===== config.mk =====
export PLATFORM = sky130hd
export DESIGN_NAME = timebase_100m
export DESIGN_NICKNAME = d
export VERILOG_FILES = /design/src/rtl/timebase_100m_pkg.sv /design/src/rtl/timebase_100m_mod_counter.sv /design/src/rtl/timebase_100m.sv
export SDC_FILE = /design/constraint.sdc
export NUM_CORES = 1
export LEC_CHECK = 0
export CORE_ASPECT_RATIO = 1.75
export CORE_MARGIN = 2
export CORE_UTILIZATION = 62
export CTS_CLUSTER_SIZE = 25
export DETAILED_ROUTE_END_ITERATION = 8
export PLACE_DENSITY = 0.85
export SLEW_MARGIN = 20
export SYNTH_ARGS = -nofsm -noshare
export SYNTH_HDL_FRONTEND = slang
export SYNTH_SLANG_ARGS = --single-unit

===== constraint.sdc =====
create_clock -name clk -period 3.7 [get_ports clk]
set_input_delay 0.555 -clock clk [delete_from_list [all_inputs] [get_ports clk]]
set_output_delay 0.555 -clock clk [all_outputs]
set_load 0.1 [all_outputs]

===== src/rtl/timebase_100m_pkg.sv =====
// Shared types and helpers for the 100 MHz timebase.
// State encoding plus a width helper for the modulo counters.
package timebase_100m_pkg;

  typedef enum logic {
    HOLD = 1'b0,
    RUN  = 1'b1
  } state_t;

  // Counter width for a divider; never narrower than one bit.
  function automatic int cnt_w(input int div);
    return (div < 2) ? 1 : $clog2(div);
  endfunction

endpackage


===== src/rtl/timebase_100m_mod_counter.sv =====
// Modulo-MOD counter with clear and enable; wrap marks the last enabled step.
// Ports: clk, rst (async high), en, clr -> cnt, wrap.
import timebase_100m_pkg::*;

module mod_counter #(
  parameter int MOD = 4,
  parameter int W   = cnt_w(MOD)
) (
  input  logic         clk,
  input  logic         rst,
  input  logic         en,
  input  logic         clr,
  output logic [W-1:0] cnt,
  output logic         wrap
);

  localparam logic [W-1:0] LAST = W'(MOD - 1);

  assign wrap = en & (cnt == LAST);

  always_ff @(posedge clk or posedge rst) begin
    if (rst) begin
      cnt <= '0;
    end else if (clr) begin
      cnt <= '0;
    end else if (en) begin
      cnt <= wrap ? '0 : cnt + 1'b1;
    end
  end

endmodule


===== src/rtl/timebase_100m.sv =====
// Reset stretcher plus 1 us / 1 ms / 1 s tick generator on the 100 MHz clock.
// Ports: clk, rst, run, clear -> rst_out, tick_1us, tick_1ms, tick_1s, sec_count.
import timebase_100m_pkg::*;

module timebase_100m #(
  parameter int RST_HOLD = 16,
  parameter int US_DIV   = 100,
  parameter int MS_DIV   = 1000,
  parameter int S_DIV    = 1000,
  parameter int SEC_W    = 16
) (
  input  logic             clk,
  input  logic             rst,
  input  logic             run,
  input  logic             clear,
  output logic             rst_out,
  output logic             tick_1us,
  output logic             tick_1ms,
  output logic             tick_1s,
  output logic [SEC_W-1:0] sec_count
);

  localparam int HW  = cnt_w(RST_HOLD);
  localparam int USW = cnt_w(US_DIV);
  localparam int MSW = cnt_w(MS_DIV);
  localparam int SW  = cnt_w(S_DIV);

  localparam logic [HW-1:0]  HOLD_LAST = HW'(RST_HOLD - 1);
  localparam logic [USW-1:0] US_LAST   = USW'(US_DIV - 1);
  localparam logic [MSW-1:0] MS_LAST   = MSW'(MS_DIV - 1);
  localparam logic [SW-1:0]  S_LAST    = SW'(S_DIV - 1);

  state_t        state;
  logic [HW-1:0] hold_cnt;

  logic           en_cnt;
  logic           clr_cnt;
  logic [USW-1:0] cnt_us;
  logic [MSW-1:0] cnt_ms;
  logic [SW-1:0]  cnt_s;
  logic           us_wrap;
  logic           ms_wrap;
  logic           s_wrap;

  // clear outranks run; both ignored while the reset is stretched
  assign en_cnt  = (state == RUN) & run & ~clear;
  assign clr_cnt = (state == RUN) & clear;

  mod_counter #(.MOD(US_DIV)) u_us (
    .clk  (clk),
    .rst  (rst),
    .en   (en_cnt),
    .clr  (clr_cnt),
    .cnt  (cnt_us),
    .wrap (us_wrap)
  );

  mod_counter #(.MOD(MS_DIV)) u_ms (
    .clk  (clk),
    .rst  (rst),
    .en   (us_wrap),
    .clr  (clr_cnt),
    .cnt  (cnt_ms),
    .wrap (ms_wrap)
  );

  mod_counter #(.MOD(S_DIV)) u_s (
    .clk  (clk),
    .rst  (rst),
    .en   (ms_wrap),
    .clr  (clr_cnt),
    .cnt  (cnt_s),
    .wrap (s_wrap)
  );

  always_ff @(posedge clk or posedge rst) begin
    if (rst) begin
      state     <= HOLD;
      hold_cnt  <= '0;
      rst_out   <= 1'b1;
      tick_1us  <= 1'b0;
      tick_1ms  <= 1'b0;
      tick_1s   <= 1'b0;
      sec_count <= '0;
    end else begin
      unique case (state)
        HOLD: begin
          hold_cnt <= hold_cnt + 1'b1;
          tick_1us <= 1'b0;
          tick_1ms <= 1'b0;
          tick_1s  <= 1'b0;
          if (hold_cnt == HOLD_LAST) begin
            rst_out <= 1'b0;
            state   <= RUN;
          end
        end
        RUN: begin
          // wraps are already gated by run/clear through en_cnt
          tick_1us <= us_wrap;
          tick_1ms <= ms_wrap;
          tick_1s  <= s_wrap;
          if (clear) begin
            sec_count <= '0;
          end else if (s_wrap) begin
            sec_count <= sec_count + 1'b1;
          end
        end
        default: state <= HOLD;
      endcase
    end
  end

  // counters never leave their modulo range
  always_ff @(posedge clk) begin
    if (!rst) begin
      assert (cnt_us <= US_LAST && cnt_ms <= MS_LAST && cnt_s <= S_LAST)
        else $error("counter out of range");
    end
  end

endmodule


Figure 1. Clock network drawn from the DEF.
Scale bar: 20 um.
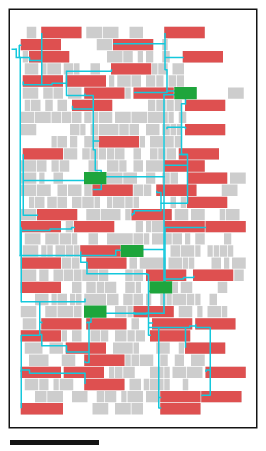
cyan -> clock wires  # length 640 um
red -> flip-flops  # count 52
green -> cells driving clock nets  # count 5
routed clock nets = 6

Figure 2. Sequential cells coloured by netlist name.
Other sequential cells in the stronger grey, the rest of the logic in the fainter grey.
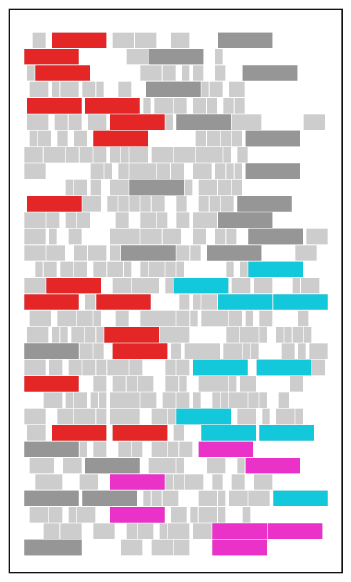
red -> sec_count  # sequential cells 16
cyan -> u_ms.cnt  # sequential cells 10
magenta -> u_us.cnt  # sequential cells 7
not coloured = 19

Figure 3. Cell outlines without signal wires.
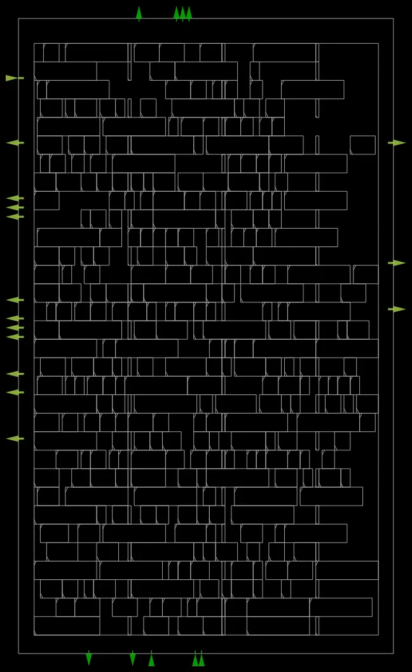
flop share of the area: 0.409
floorplan row count: 32

==> flow_summary.html <==
<h3>Flow metrics</h3>
<table>
<tr><th>Metric</th><th>Value</th></tr>
<tr><th colspan="2">Outcome</th></tr>
<tr><td>Run status</td><td>completed</td></tr>
<tr><th colspan="2">Placed design</th></tr>
<tr><td>Routability cong.</td><td>0.896</td></tr>
<tr><td>Cell area after placement</td><td>between 3000 and 4000 um2</td></tr>
<tr><td>Post-Place Setup Slack</td><td>between 0.8 and 0.9 ns</td></tr>
<tr><td>Number of buffers added on ports</td><td>23</td></tr>
<tr><th colspan="2">Global routing</th></tr>
<tr><td>Most congested layer reported by global routing</td><td>met2</td></tr>
<tr><td>Overall global routing resource usage</td><td>0.274</td></tr>
<tr><td>Number of antenna violations at the first check in global routing</td><td>0</td></tr>
<tr><td>Via count of the first global-routing pass</td><td>2333</td></tr>
<tr><td>Global-route track usage on met2</td><td>0.471</td></tr>
<tr><th colspan="2">Hold path</th></tr>
<tr><td>Hold Crit Depth</td><td>1</td></tr>
<tr><td>Worst Hold Endpoint</td><td>rst_out$_DFFE_PP1P_</td></tr>
<tr><td>Type of the most critical hold path</td><td>reg -&gt; reg</td></tr>
<tr><th colspan="2">Pwr</th></tr>
<tr><td>Clock share of power</td><td>0.359</td></tr>
<tr><td>Power Sequential</td><td>0.572 mW</td></tr>
<tr><td>Top power group</td><td>sequential cells</td></tr>
<tr><td>Sequential group share of total power</td><td>0.605</td></tr>
<tr><td>Pwr Density</td><td>297 nW/um2</td></tr>
<tr><td>Maximum ir drop on the vdd rail</td><td>approximately 0.00023 V</td></tr>
<tr><td>Share of total power consumed by net switching</td><td>0.229</td></tr>
<tr><td>Combinational share of power</td><td>0.036</td></tr>
<tr><td>Power in the clock group</td><td>0.339 mW</td></tr>
<tr><td>Cell internal pwr</td><td>0.728 mW</td></tr>
<tr><td>Combinational Power</td><td>0.0342 mW</td></tr>
<tr><td>Static power due to leakage</td><td>1.31 nW</td></tr>
<tr><td>Total power of the final layout</td><td>approximately 0.94 mW</td></tr>
<tr><th colspan="2">Setup path</th></tr>
<tr><td>CP endpoint</td><td>sec_count[14]$_DFFE_PP0P_</td></tr>
<tr><td>Depth of the most critical reg-to-reg path</td><td>6</td></tr>
<tr><td>CP max FO</td><td>9</td></tr>
<tr><td>Cell breakdown of the critical path</td><td>or4b_1, or3_1, clkinv_8, nand4_2, or2_0, a311o_1</td></tr>
<tr><td>Cell with the largest stage delay on the worst path</td><td>or4b_1</td></tr>
<tr><td>Crit Reg-Reg Startpoint</td><td>u_us.cnt[2]$_DFFE_PP0P_</td></tr>
<tr><td>R2R setup slack</td><td>0.96 ns</td></tr>
<tr><td>Startpoint kind of the worst setup timing path</td><td>register</td></tr>
<tr><td>Endpoint type of the worst setup path</td><td>register</td></tr>
<tr><td>Required time at the worst-slack endpoint</td><td>3.91 ns</td></tr>
<tr><td>Delay of the slowest critical-path stage</td><td>0.67 ns</td></tr>
<tr><td>Signal arrival time at the worst endpoint</td><td>2.95 ns</td></tr>
<tr><td>Critical path buffers and inverters</td><td>1</td></tr>
<tr><td>Worst setup path category</td><td>reg -&gt; reg</td></tr>
<tr><th colspan="2">Synthesis</th></tr>
<tr><td>Flop and latch count out of synthesis</td><td>~52</td></tr>
<tr><td>Yosys stat cell total</td><td>303</td></tr>
<tr><td>Average footprint of a synthesized cell</td><td>about 9.4 um2</td></tr>
<tr><td>Post-synthesis compound-gate area fraction</td><td>0.105</td></tr>
<tr><td>Synth Net Count</td><td>312</td></tr>
<tr><td>Most common reg cell</td><td>dfrtp_1</td></tr>
<tr><td>Top cell types by occurrence after synthesis</td><td>dfrtp_1 (51), nor2_1 (23), nand2_1 (22)</td></tr>
<tr><td>Post-synthesis cell type with the largest instance count</td><td>dfrtp_1</td></tr>
<tr><td>Syn Inst Count</td><td>~300</td></tr>
<tr><td>Yosys stat chip area</td><td>2830 um2</td></tr>
<tr><td>Post-synthesis adder-cell area fraction</td><td>0.0221</td></tr>
<tr><td>Simple share</td><td>0.272</td></tr>
<tr><td>Async set-reset flop share out of synthesis</td><td>1.00</td></tr>
<tr><td>Summed instance area of the synthesized netlist</td><td>2830 um2</td></tr>
<tr><td>Area leader, netlist</td><td>dfrtp_1</td></tr>
<tr><td>Distinct lib cells used</td><td>49</td></tr>
<tr><td>Biggest combinational cell group after synthesis</td><td>simple AND/OR/NAND/NOR gates</td></tr>
<tr><td>Sequential element share of the synthesized area</td><td>0.460</td></tr>
<tr><th colspan="2">Finish</th></tr>
<tr><td>Proportion of cell area occupied by multi-input gates</td><td>0.436</td></tr>
<tr><td>Number of clock-tree buffers in the layout</td><td>6</td></tr>
<tr><td>Flip-flops</td><td>52</td></tr>
<tr><td>Max FFs per register</td><td>16</td></tr>
<tr><td>Top cell category</td><td>multi-input combinational cells</td></tr>
<tr><td>Multi-Input Combinational</td><td>218</td></tr>
<tr><td>Ant. Diodes</td><td>0</td></tr>
<tr><td>Clock distribution area overhead in the final layout</td><td>0.0291</td></tr>
<tr><td>Layout area overhead</td><td>12.3%</td></tr>
<tr><td>Most instantiated logic cell after routing</td><td>dfrtp_1</td></tr>
<tr><td>Signal buf overhead</td><td>0.0794</td></tr>
<tr><td>Final instance area</td><td>around 3200 um2</td></tr>
<tr><td>Non-clock inverters</td><td>19</td></tr>
<tr><td>Proportion of layout cells with a drive suffix above 1</td><td>0.0650</td></tr>
<tr><td>Buffers excl. clock</td><td>26</td></tr>
<tr><td>Top cells excl fill/tap</td><td>dfrtp_1 (51), nor2_1 (23), clkdlybuf4s50_1 (23)</td></tr>
<tr><th colspan="2">Drt</th></tr>
<tr><td>Wire length reported by the detailed router</td><td>around 6 mm</td></tr>
<tr><td>Number of nets still failing antenna checks after routing</td><td>0</td></tr>
<tr><td>Detailed-routed wire length on met2</td><td>3.13 mm</td></tr>
<tr><td>Vias per cell</td><td>6.10</td></tr>
<tr><td>Initial detailed-routing violation count</td><td>76</td></tr>
<tr><td>Vias post-DR</td><td>2281</td></tr>
<tr><th colspan="2">Clock tree</th></tr>
<tr><td>Clock Root Buffer</td><td>clkbuf_8</td></tr>
<tr><td>Clock slew at the register clock pins of the worst setup and hold paths</td><td>0.09 ns</td></tr>
<tr><td># clock sinks</td><td>between 50 and 60</td></tr>
<tr><td>TritonCTS buffer count</td><td>5</td></tr>
<tr><td>CTS tree</td><td>done</td></tr>
<tr><td># H-tree levels</td><td>2</td></tr>
<tr><td>PostCTS Resize Cnt</td><td>0</td></tr>
<tr><th colspan="2">Final timing</th></tr>
<tr><td>Shortest period the worst path allows</td><td>2.74 ns</td></tr>
<tr><td>Transition at the pin with the smallest max-transition slack</td><td>0.975 ns</td></tr>
<tr><td>Fmax</td><td>approximately 360 MHz</td></tr>
<tr><td>Pins Over Slew Limit</td><td>0</td></tr>
<tr><td>Post-layout worst setup margin</td><td>roughly 0.96 ns</td></tr>
<tr><td>Relative slew margins</td><td>0.348</td></tr>
<tr><td>Worst Skew</td><td>0.00767 ns</td></tr>
<tr><td>Final critical-path share of the clock period</td><td>0.741</td></tr>
<tr><td>Final Setup Violations</td><td>0</td></tr>
<tr><td>Unrepaired setup endpoints after global routing</td><td>no</td></tr>
<tr><th colspan="2">Die</th></tr>
<tr><td>Height of the chip</td><td>just over 90 um</td></tr>
<tr><td>Standard cell core area</td><td>4400 um2</td></tr>
<tr><td>Die Width</td><td>55.1 um</td></tr>
<tr><td>Floorplan utilization</td><td>0.643</td></tr>
<tr><td>Number of tapcells</td><td>just over 50</td></tr>
<tr><td>Overall die area</td><td>5150 um2</td></tr>
<tr><th colspan="2">Run</th></tr>
<tr><td>Number of warnings in the stage logs</td><td>26</td></tr>
<tr><td>Max Cap Violations</td><td>0</td></tr>
</table>
No activity file was given, so power comes from the tool's default toggle rates.
